`config.mk`:
```
export PLATFORM = sky130hd
export DESIGN_NAME = tft_pattern_gen
export DESIGN_NICKNAME = d
export VERILOG_FILES = /design/src/rtl/tft_pattern_gen.sv
export SDC_FILE = /design/constraint.sdc
export NUM_CORES = 1
export LEC_CHECK = 0
export CAP_MARGIN = 40
export CORE_MARGIN = 2
export CORE_UTILIZATION = 45
export DETAILED_ROUTE_END_ITERATION = 8
export PLACE_DENSITY = 0.79
export SETUP_SLACK_MARGIN = 0.4
export SYNTH_ARGS = -nofsm -noshare
export SYNTH_HDL_FRONTEND = slang
export SYNTH_SLANG_ARGS = --single-unit
```
`constraint.sdc`:
```
create_clock -name Clk9M -period 2.45 [get_ports Clk9M]
set_input_delay 0.6125 -clock Clk9M [delete_from_list [all_inputs] [get_ports Clk9M]]
set_output_delay 0.6125 -clock Clk9M [all_outputs]
set_load 0.02 [all_outputs]
```
`src/rtl/tft_pattern_gen.sv`:
```
// rtl/tft_pattern_gen.sv - RGB565 test-pattern source for the 480x272 TFT path
// Optional 1-pixel white border overlay: define TFT_PAT_BORDER_EN.
module tft_pattern_gen #(
  parameter int H_ACTIVE = 480,
  parameter int V_ACTIVE = 272,
  parameter int BAR_STEP = 4,
  parameter int BAR_W    = 32,
  parameter int CHK_LOG2 = 4
) (
  input  logic        Clk9M,
  input  logic        Rst,
  input  logic [9:0]  hcount,
  input  logic [9:0]  vcount,
  input  logic        TFT_VS,
  input  logic [2:0]  mode_sel,
  output logic [15:0] data_out,
  output logic [2:0]  mode_cur,
  output logic [15:0] frame_cnt,
  output logic        frame_tick
);

  localparam logic [10:0] H_A   = 11'(H_ACTIVE);
  localparam logic [10:0] V_A   = 11'(V_ACTIVE);
  localparam logic [10:0] STEP  = 11'(BAR_STEP);
  localparam logic [10:0] BW    = 11'(BAR_W);
  localparam int          VB_W  = H_ACTIVE / 8;
  localparam int          HB_H  = V_ACTIVE / 8;

  logic        vs_d_q, vs_d_d;
  logic        frame_tick_q, frame_tick_d;
  logic [2:0]  mode_cur_q, mode_cur_d;
  logic [15:0] frame_cnt_q, frame_cnt_d;
  logic [10:0] bar_pos_q, bar_pos_d;
  logic        started_q, started_d;
  logic [15:0] data_out_q, data_out_d;

  logic [10:0] h11, v11, bar_sum, bar_end;
  logic [2:0]  vbar_idx, hbar_idx;
  logic        in_range, bar_lit;
  logic [15:0] pat;

  function automatic logic [15:0] bar_colour(input logic [2:0] idx);
    case (idx)
      3'd0:    bar_colour = 16'hFFFF;
      3'd1:    bar_colour = 16'hFFE0;
      3'd2:    bar_colour = 16'h07FF;
      3'd3:    bar_colour = 16'h07E0;
      3'd4:    bar_colour = 16'hF81F;
      3'd5:    bar_colour = 16'hF800;
      3'd6:    bar_colour = 16'h001F;
      default: bar_colour = 16'h0000;
    endcase
  endfunction

  // Frame-start bookkeeping; updates land at the end of the tick cycle.
  always_comb begin
    vs_d_d       = TFT_VS;
    frame_tick_d = TFT_VS & ~vs_d_q;
    mode_cur_d   = mode_cur_q;
    frame_cnt_d  = frame_cnt_q;
    bar_pos_d    = bar_pos_q;
    started_d    = started_q;
    bar_sum      = bar_pos_q + STEP;
    if (frame_tick_q) begin
      mode_cur_d  = mode_sel;
      frame_cnt_d = frame_cnt_q + 16'd1;
      bar_pos_d   = (bar_sum >= H_A) ? bar_sum - H_A : bar_sum;
      started_d   = 1'b1;
    end
  end

  // Bar indices come from comparator chains against multiples of the bar size.
  always_comb begin
    h11      = {1'b0, hcount};
    v11      = {1'b0, vcount};
    vbar_idx = 3'd0;
    hbar_idx = 3'd0;
    for (int k = 1; k < 8; k++) begin
      if (h11 >= 11'(k * VB_W)) vbar_idx = vbar_idx + 3'd1;
      if (v11 >= 11'(k * HB_H)) hbar_idx = hbar_idx + 3'd1;
    end
    bar_end  = bar_pos_q + BW;
    bar_lit  = ((h11 >= bar_pos_q) && (h11 < bar_end)) ||
               ((bar_end > H_A) && (h11 < bar_end - H_A));
    in_range = (h11 < H_A) && (v11 < V_A);
  end

  always_comb begin
    pat = 16'h0000;
    case (mode_cur_q)
      3'd0:    pat = 16'hFFFF;
      3'd1:    pat = bar_colour(vbar_idx);
      3'd2:    pat = bar_colour(hbar_idx);
      3'd3:    pat = (hcount[CHK_LOG2] ^ vcount[CHK_LOG2]) ? 16'hFFFF : 16'h0000;
      3'd4:    pat = bar_lit ? 16'hFFFF : 16'h0000;
      3'd5:    pat = {hcount[8:4], 11'd0};
      default: pat = 16'h0000;
    endcase
`ifdef TFT_PAT_BORDER_EN
    if ((h11 == 11'd0) || (h11 == H_A - 11'd1) || (v11 == 11'd0) || (v11 == V_A - 11'd1))
      pat = 16'hFFFF;
`endif
    // Black until the first frame tick after reset has latched a mode.
    data_out_d = (in_range && started_q) ? pat : 16'h0000;
  end

  always_ff @(posedge Clk9M or posedge Rst) begin
    if (Rst) begin
      vs_d_q       <= 1'b0;
      frame_tick_q <= 1'b0;
      mode_cur_q   <= 3'd0;
      frame_cnt_q  <= 16'd0;
      bar_pos_q    <= 11'd0;
      started_q    <= 1'b0;
      data_out_q   <= 16'h0000;
    end else begin
      vs_d_q       <= vs_d_d;
      frame_tick_q <= frame_tick_d;
      mode_cur_q   <= mode_cur_d;
      frame_cnt_q  <= frame_cnt_d;
      bar_pos_q    <= bar_pos_d;
      started_q    <= started_d;
      data_out_q   <= data_out_d;
    end
  end

  assign data_out   = data_out_q;
  assign mode_cur   = mode_cur_q;
  assign frame_cnt  = frame_cnt_q;
  assign frame_tick = frame_tick_q;

endmodule

```
==> flow_summary.toml, run 1 <==
# physical design summary
[clock_network]
worst_skew_pair.late_latency_ps = 300
cts_max_level = 2
clockBufferDepth = 2
post-cts-setup-buffers = 22
cts_hold_buf = 0
cts.sink_count = 38
cts_tree = "yes"
clk_pin_slew_worst_paths_ps = 80
total_of_cells_resized_after_clock_tree_synthesis = 85

[final_timing]
setup-violations-final = 9
period_used_share = 1.73
tightestPinTransition_ps = 662
finalHoldViolations = 0
rsz0062_at_grt = "yes"
period_needed_ps = 4240
finalWorstSetupSlack_ps = -1790

[worst_setup_path]
crit_fanout = 5
cp_num_buf_inv = 3
worst_path_max_delay_cell = "sky130_fd_sc_hd__or3_4"
worst_ep_required_time_ps = 2620
timing.critical_path.from_type = "primary input"
crit_type = "in -> reg"
critical_path_s_top_delay_family = "adder cells"
critical_path.endpoint_type = "flip-flop"
timing.critical_path.slowest_cell_delay_ps = 370

[run_status]
outcome = "complete, but fails checks"
violations = "negative setup slack"

[global_routing]
number_of_antenna_violations_at_the_first_check_in_global_routing = 0
grt-ovfl-total = 0
number_of_global_route_vias_before_repair = 3593
grt_first_pass_wirelength_mm = 16.4
pin_count_of_the_biggest_net_entering_global_routing = 39
grt.total_usage = 0.238

[synth]
topCombFamilyByArea = "simple AND/OR/NAND/NOR gates"
synth_flop_count = 38
yosys.cell_types.count = 58
synthesis.area_per_instance_sq_um = 8.44
yosys.area.top_type = "sky130_fd_sc_hd__dfrtp_1"
ys_sh_xor = 0.138
post_synth_main_area_contributors = "sky130_fd_sc_hd__dfrtp_1, sky130_fd_sc_hd__ha_1, sky130_fd_sc_hd__xnor2_1, sky130_fd_sc_hd__xor2_1, sky130_fd_sc_hd__nand2_1"
yosys-top-cells-count = "sky130_fd_sc_hd__nand2_1, sky130_fd_sc_hd__dfrtp_1, sky130_fd_sc_hd__ha_1"
ys_cells = 407
top_area_frac = 0.277
synth-adder-area-share = 0.131
mux_contribution_to_synthesized_area = 0.0189
post_synthesis_share_of_cell_area_spent_on_and_or_and_or_and_gates = 0.175
count_leader_synth = "sky130_fd_sc_hd__nand2_1"

[cells_and_area]
layout.cells.most_common = "sky130_fd_sc_hd__buf_4"
stdcell_count = 658
final_cell_mix = "sky130_fd_sc_hd__buf_4, sky130_fd_sc_hd__nand2_1, sky130_fd_sc_hd__clkdlybuf4s50_1"
finalInstanceArea_sq_mm = 0.00550
finalNetCount = 620
num_antenna_cells = 0
post_route_cells_drive_above_1_share = 0.372
area_delta_synth_final_pct = 60.2

[route]
drc_violation_count_after_routing = 0
detail_route.vias_per_cell = 5.74
detail-route-antenna-nets = 0
drtIter0Drc = 286
detail_route.first_pass.iterations = 5
num_vias = 3778

[run]
maxCapViolCount = 0
tool_warnings = 36

[placed_design]
dp_cells = 616
hpwl_reported_at_the_end_of_detailed_placement_mm = 6.74
placement.setup.worst_slack_ps = -2410
io_buffers = 60

[floorplan]
die.size.y_um = 91.4
core_area_sq_mm = 0.00733
io-pin-count = 62

[power_and_ir_drop]
peakVddDrop_v = 0.000761
cellPowerDensity_mw_per_mm2 = 800
==> run 1: layout make-up <==
class,count,area (sq um)
Clock buffer,6,82.6
Clock inverter,2,12.5
Fill cell,442,1830
Inverter,20,75.1
Multi-Input combinational cell,326,2780
Sequential cell,38,957
Tap cell,99,124
Timing Repair Buffer,167,1470
==> run 1: path summary, 6_finish.rpt <==
kind	cells past startpoint	start	to
max	20	hcount[9]	data_out[15]$_DFF_PP0_
min	1	vs_d_q$_DFF_PP0_	frame_tick$_DFF_PP0_
max reg2reg	10	bar_pos_q[5]$_DFFE_PP0P_	data_out[15]$_DFF_PP0_
min reg2reg	1	vs_d_q$_DFF_PP0_	frame_tick$_DFF_PP0_
max in group asynchronous	3	Rst	bar_pos_q[2]$_DFFE_PP0P_
min in group asynchronous	3	Rst	frame_cnt[8]$_DFFE_PP0P_
==> run 1: kinds of logic (layout without fill, tap and decap cells) <==
| group | after synthesis | after routing |
|---|---|---|
| flops | 38 | 38 |
| buf+inv | 43 | 195 |
| xor+xnor | 54 | 54 |
| compound gates | 92 | 92 |
| simple gates | 138 | 138 |
| fa+ha+maj | 36 | 36 |
| mux | 6 | 6 |
==> run 1: sequential cells by signal, summed over array words and instances (netlist names) <==
signal,flops
frame_cnt,16
bar_pos_q,9
data_out,7
mode_cur,3
frame_tick,1
started_q,1
vs_d_q,1
==> run 1: where the power goes <==
part           internal, W  total [W]  leakage, nW  switching [W]
clock             0.000226   0.000470       0.0472       0.000243
sequential        0.000763   0.000991        0.483       0.000227
combinational      0.00147    0.00294         2.01        0.00147
==> run 1: layer usage <==
metal	vias up	track usage	wire length, um
met5	-	0	0
met4	0	0.0821	553
met3	54	0.0481	732
met2	196	0.428	6050
met1	1786	0.281	4410
li1	1742	-	-
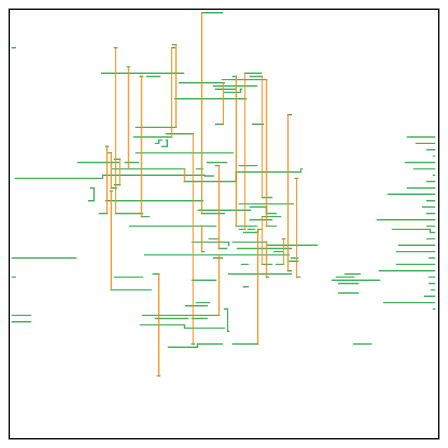
**Above:** run 1 (signal wires by layer).
Two of the layers only.
Key: M3 = green [wire length 733 um]; M4 = orange [wire length 554 um]

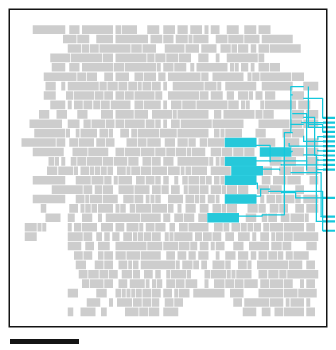
**Above:** run 1 (port wiring).
Scale bar: 20 um.
Key: data_out = cyan [bits 16, direction output, end cells 7, buffers 16, wire 304 um]

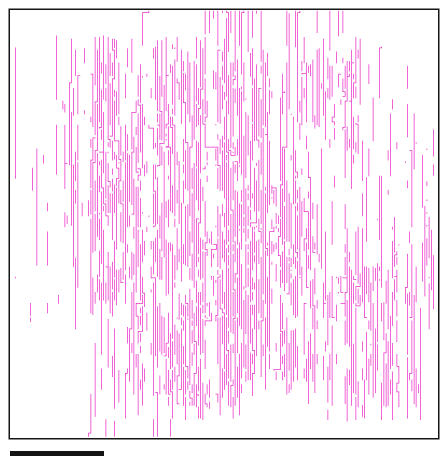
**Above:** run 1 (metal 2).
Scale bar: 20 um.
558 nets have wire on it. The wires run mostly vertical. The layer holds 52% of the routed length. The layer carries 6,050 um of wire.

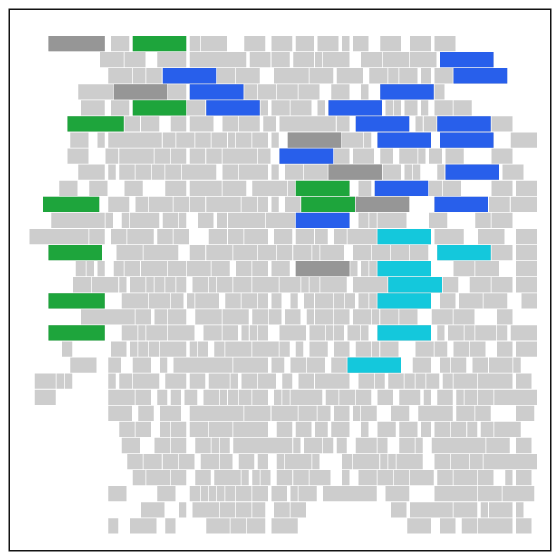
**Above:** run 1 (where the registers sit).
Other sequential cells in the stronger grey, the rest of the logic in the fainter grey.
Key: frame_cnt = blue [placed flops 16]; data_out = cyan [placed flops 7, where east]; bar_pos_q = green [placed flops 9]

**Run 1: placement view**

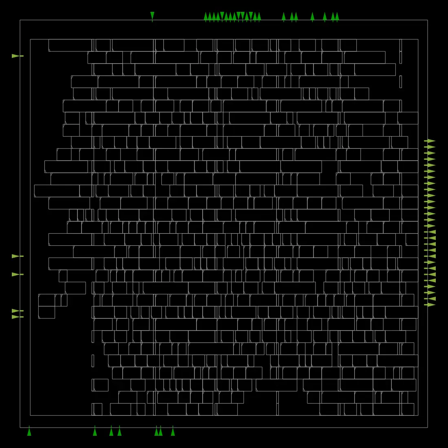

## Run 2: what changed since run 1
--- a/config.mk
+++ b/config.mk
@@ -10,6 +10,7 @@
 export CORE_UTILIZATION = 45
 export DETAILED_ROUTE_END_ITERATION = 8
 export PLACE_DENSITY = 0.79
+export RECOVER_POWER = 100
 export SETUP_SLACK_MARGIN = 0.4
 export SYNTH_ARGS = -nofsm -noshare
 export SYNTH_HDL_FRONTEND = slang
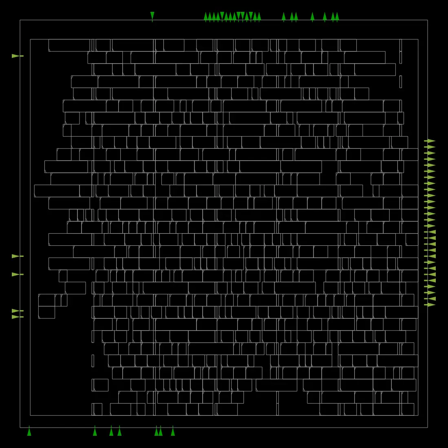
**Above:** run 2 (placement view).
TAP cells: 99
number of fillers in the final layout: 458
num rows: 31
final design utilization: 0.743
final std cells w/o fill: 658

==> run 2 against run 1 <==
Against the previous run: the run still ends with negative setup slack left; fmax down 0.10%; synthesized cell count unchanged; combinational power about the same; setup slack worse by 4.4 ps; worst hold slack better by 1.3 ps; final area down 1.0%.
==> flow_summary.toml, run 2 <==
# physical design summary
[run_status]
outcome = "complete, but fails checks"
violations = "negative setup slack"

[worst_setup_path]
worst_path_most_repeated_cell = "sky130_fd_sc_hd__ha_1"
regToRegStartpoint = "bar_pos_q[5]$_DFFE_PP0P_"
crit_type = "in -> reg"
worst_ep_required_time_ps = 2620
reg2regPathDepth = 10
timing.critical_path.from_type = "primary input"
setup.worst_path.start = "hcount[9]"
reg2reg_slack_ps = -510
critPathCapture = "data_out[15]$_DFF_PP0_"
crit-reg2reg-capture = "data_out[15]$_DFF_PP0_"
cells_along_the_critical_path = "buf_6 -> or3_4 -> or3_4 -> ha_4 -> xor2_1 -> ha_1 -> nand2_1 -> nand3b_1 -> ha_1 -> inv_2 -> a21oi_2 -> ha_1 -> mux2i_1 -> nor2_1 -> ha_2 -> inv_2 -> a32oi_2 -> o31ai_1 -> and4bb_4 -> a21oi_2"
worst_path_max_delay_cell = "sky130_fd_sc_hd__or3_4"
timing.critical_path.slowest_cell_delay_ps = 370
critical_path.endpoint_type = "flip-flop"
critical_path_arrival_ps = 4410
crit_fanout = 5

[final_timing]
report.final.slew_viol_count = 0
setup-violations-final = 10
clock-skew-final_ps = 4.08
finalWorstSetupSlack_ps = -1790
period_needed_ps = 4240
finalHoldViolations = 0
timing.slew.headroom = 0.365
rsz0062_at_grt = "yes"
final.setup.tns_ps = -11090
period_used_share = 1.73
max_clock_freq_ghz = 0.236
tightestPinTransition_ps = 952

[cells_and_area]
area_share_clock_buf_inv = 0.0175
num_antenna_cells = 0
seq-cell-share = 0.175
numSequentialCells = 38
area_delta_synth_final_pct = 58.5
mi_comb_area_sq_mm = 0.00277
buffers = 167
layout.cells.most_common = "sky130_fd_sc_hd__buf_4"
nNonClkInverters = 20
logic_gate_count = 326
post_route_cells_drive_above_1_share = 0.365
nClkBuffers = 6
finalNetCount = 620
final_cell_mix = "sky130_fd_sc_hd__buf_4, sky130_fd_sc_hd__nand2_1, sky130_fd_sc_hd__dfrtp_1"
regArea_sq_um = 955
area.share.combinational = 0.510
finalInstanceArea_sq_mm = 0.00544
top_area_cell_class = "combinational gates"
max_ffs_per_register = 16
final-nonclk-buf-share = 0.261

[power_and_ir_drop]
p_leak_nw = 2.44
cellPowerDensity_mw_per_mm2 = 806
peakVddDrop_v = 0.000760
total_power_w = 0.00439

[clock_network]
worst_skew_pair.late_latency_ps = 300
clk_pin_slew_worst_paths_ps = 80
clockBufferDepth = 2
cts_hold_buf = 0
tritoncts.num_buffers = 5
cts_tree = "yes"
cts_max_level = 2
cts.sink_count = 38
clockRootBuffer = "sky130_fd_sc_hd__clkbuf_8"

[route]
detail_route.vias_per_cell = 5.76
drtIter0Drc = 319
detail_route.first_pass.iterations = 5
wl_per_cell_um = 17.8
drt-total-wl_mm = 11.7
drc_violation_count_after_routing = 0
detail-route-antenna-nets = 0
num_vias = 3788

[synth]
floorplan.nets = 469
yosys-top-cells-count = "sky130_fd_sc_hd__nand2_1, sky130_fd_sc_hd__dfrtp_1, sky130_fd_sc_hd__ha_1"
yosysWarningCount = 0
synthesis.area_per_instance_sq_um = 8.44
edf_count = 0
yosys.cell_types.count = 58
post_synth_main_area_contributors = "sky130_fd_sc_hd__dfrtp_1, sky130_fd_sc_hd__ha_1, sky130_fd_sc_hd__xnor2_1, sky130_fd_sc_hd__xor2_1, sky130_fd_sc_hd__nand2_1"
dominantRegCellSynth = "sky130_fd_sc_hd__dfrtp_1"
synth_sequential_area_ratio = 0.277
synth_flop_count = 38
yosys.area.top_type = "sky130_fd_sc_hd__dfrtp_1"
ys_cells = 407
count_leader_synth = "sky130_fd_sc_hd__nand2_1"
synth_async_sr_flop_share = 1.00
synth_area_sq_mm = 0.00343
netlist_instances = 407
yosys_area_sq_mm = 0.00343
top_area_frac = 0.277

[hold_path]
worst_hold_path_type = "reg -> reg"
timing.hold.worst.start = "vs_d_q$_DFF_PP0_"

[global_routing]
number_of_global_route_vias_before_repair = 3593
number_of_antenna_violations_at_the_first_check_in_global_routing = 0
pin_count_of_the_biggest_net_entering_global_routing = 39
grt_first_pass_wirelength_mm = 16.4
grt-ovfl-total = 0
grt.total_usage = 0.238

[placed_design]
hpwl_reported_at_the_end_of_detailed_placement_mm = 6.74
detailed_place.area_sq_mm = 0.00465
dp_cells = 616
routabilityCongestion = 0.842
io_buffers = 60

[floorplan]
die.size.y_um = 91.4
design.die.area_sq_mm = 0.00835
core_util_floorplan = 0.469
core_area_sq_mm = 0.00733
fp.dieW_um = 91.4
io-pin-count = 62

[run]
tool_warnings = 36
maxCapViolCount = 0
run 2: worst min-delay path by stage:
stage | end | slack (ps) | depth (start not counted)
2_1_floorplan | frame_tick$_DFF_PP0_ | 380 | 1
3_3_place_gp | frame_tick$_DFF_PP0_ | 380 | 1
3_5_place_dp | frame_tick$_DFF_PP0_ | 400 | 1
4_1_cts | frame_tick$_DFF_PP0_ | 400 | 1
5_1_grt | frame_tick$_DFF_PP0_ | 420 | 1
6_report | frame_tick$_DFF_PP0_ | 410 | 1
run 2: worst max-delay path, delay by kind of cell:
family          cells  cell delay (ps)
compound gates      4              410
xor+xnor            1              140
fa+ha+maj           5             1480
buf+inv             3              210
mux                 1              200
simple gates        6             1350
run 2: kinds of logic after synthesis:
family                     Yosys count  synth area share
AOI/OAI and AO/OA                   92             0.175
xor gates and xnor gates            54             0.138
adders and majority gates           36             0.131
buffers and inverters               43            0.0605
DFF                                 38             0.277
muxes                                6            0.0189
and+or+nand+nor                    138             0.200
run 2: repair_timing:
action,4_1_cts,5_1_grt
setup buffers,22,12
cloned,0,0
setup endpoints to repair,14,22
endpoints found under the hold margin,0,0
gates resized,85,68
pin swaps,46,52
run 2: routing by layer:
metal	global-route usage	wire length, um	part of all wire	vias to the layer above
met2	0.428	6000	0.51	202
met5	0	0	0	-
li1	-	-	-	1741
met3	0.0481	773	0.066	56
met4	0.0821	587	0.050	0
met1	0.281	4380	0.37	1789
run 2: stage by stage:
step	setup slack [ps]	hold WS, ps
global placement	-2270	385
CTS	-1850	404
global route	-1940	423
floorplan	-1880	378
detailed placement	-2410	397
finish	-1790	414
run 2: power breakdown:
group          total (W)  internal, W  leakage, nW  switching [W]
clock network   0.000469     0.000226       0.0472       0.000242
registers       0.000984     0.000761        0.485       0.000223
logic            0.00293      0.00146         1.91        0.00147
Power is estimated from default activity; no workload was simulated.
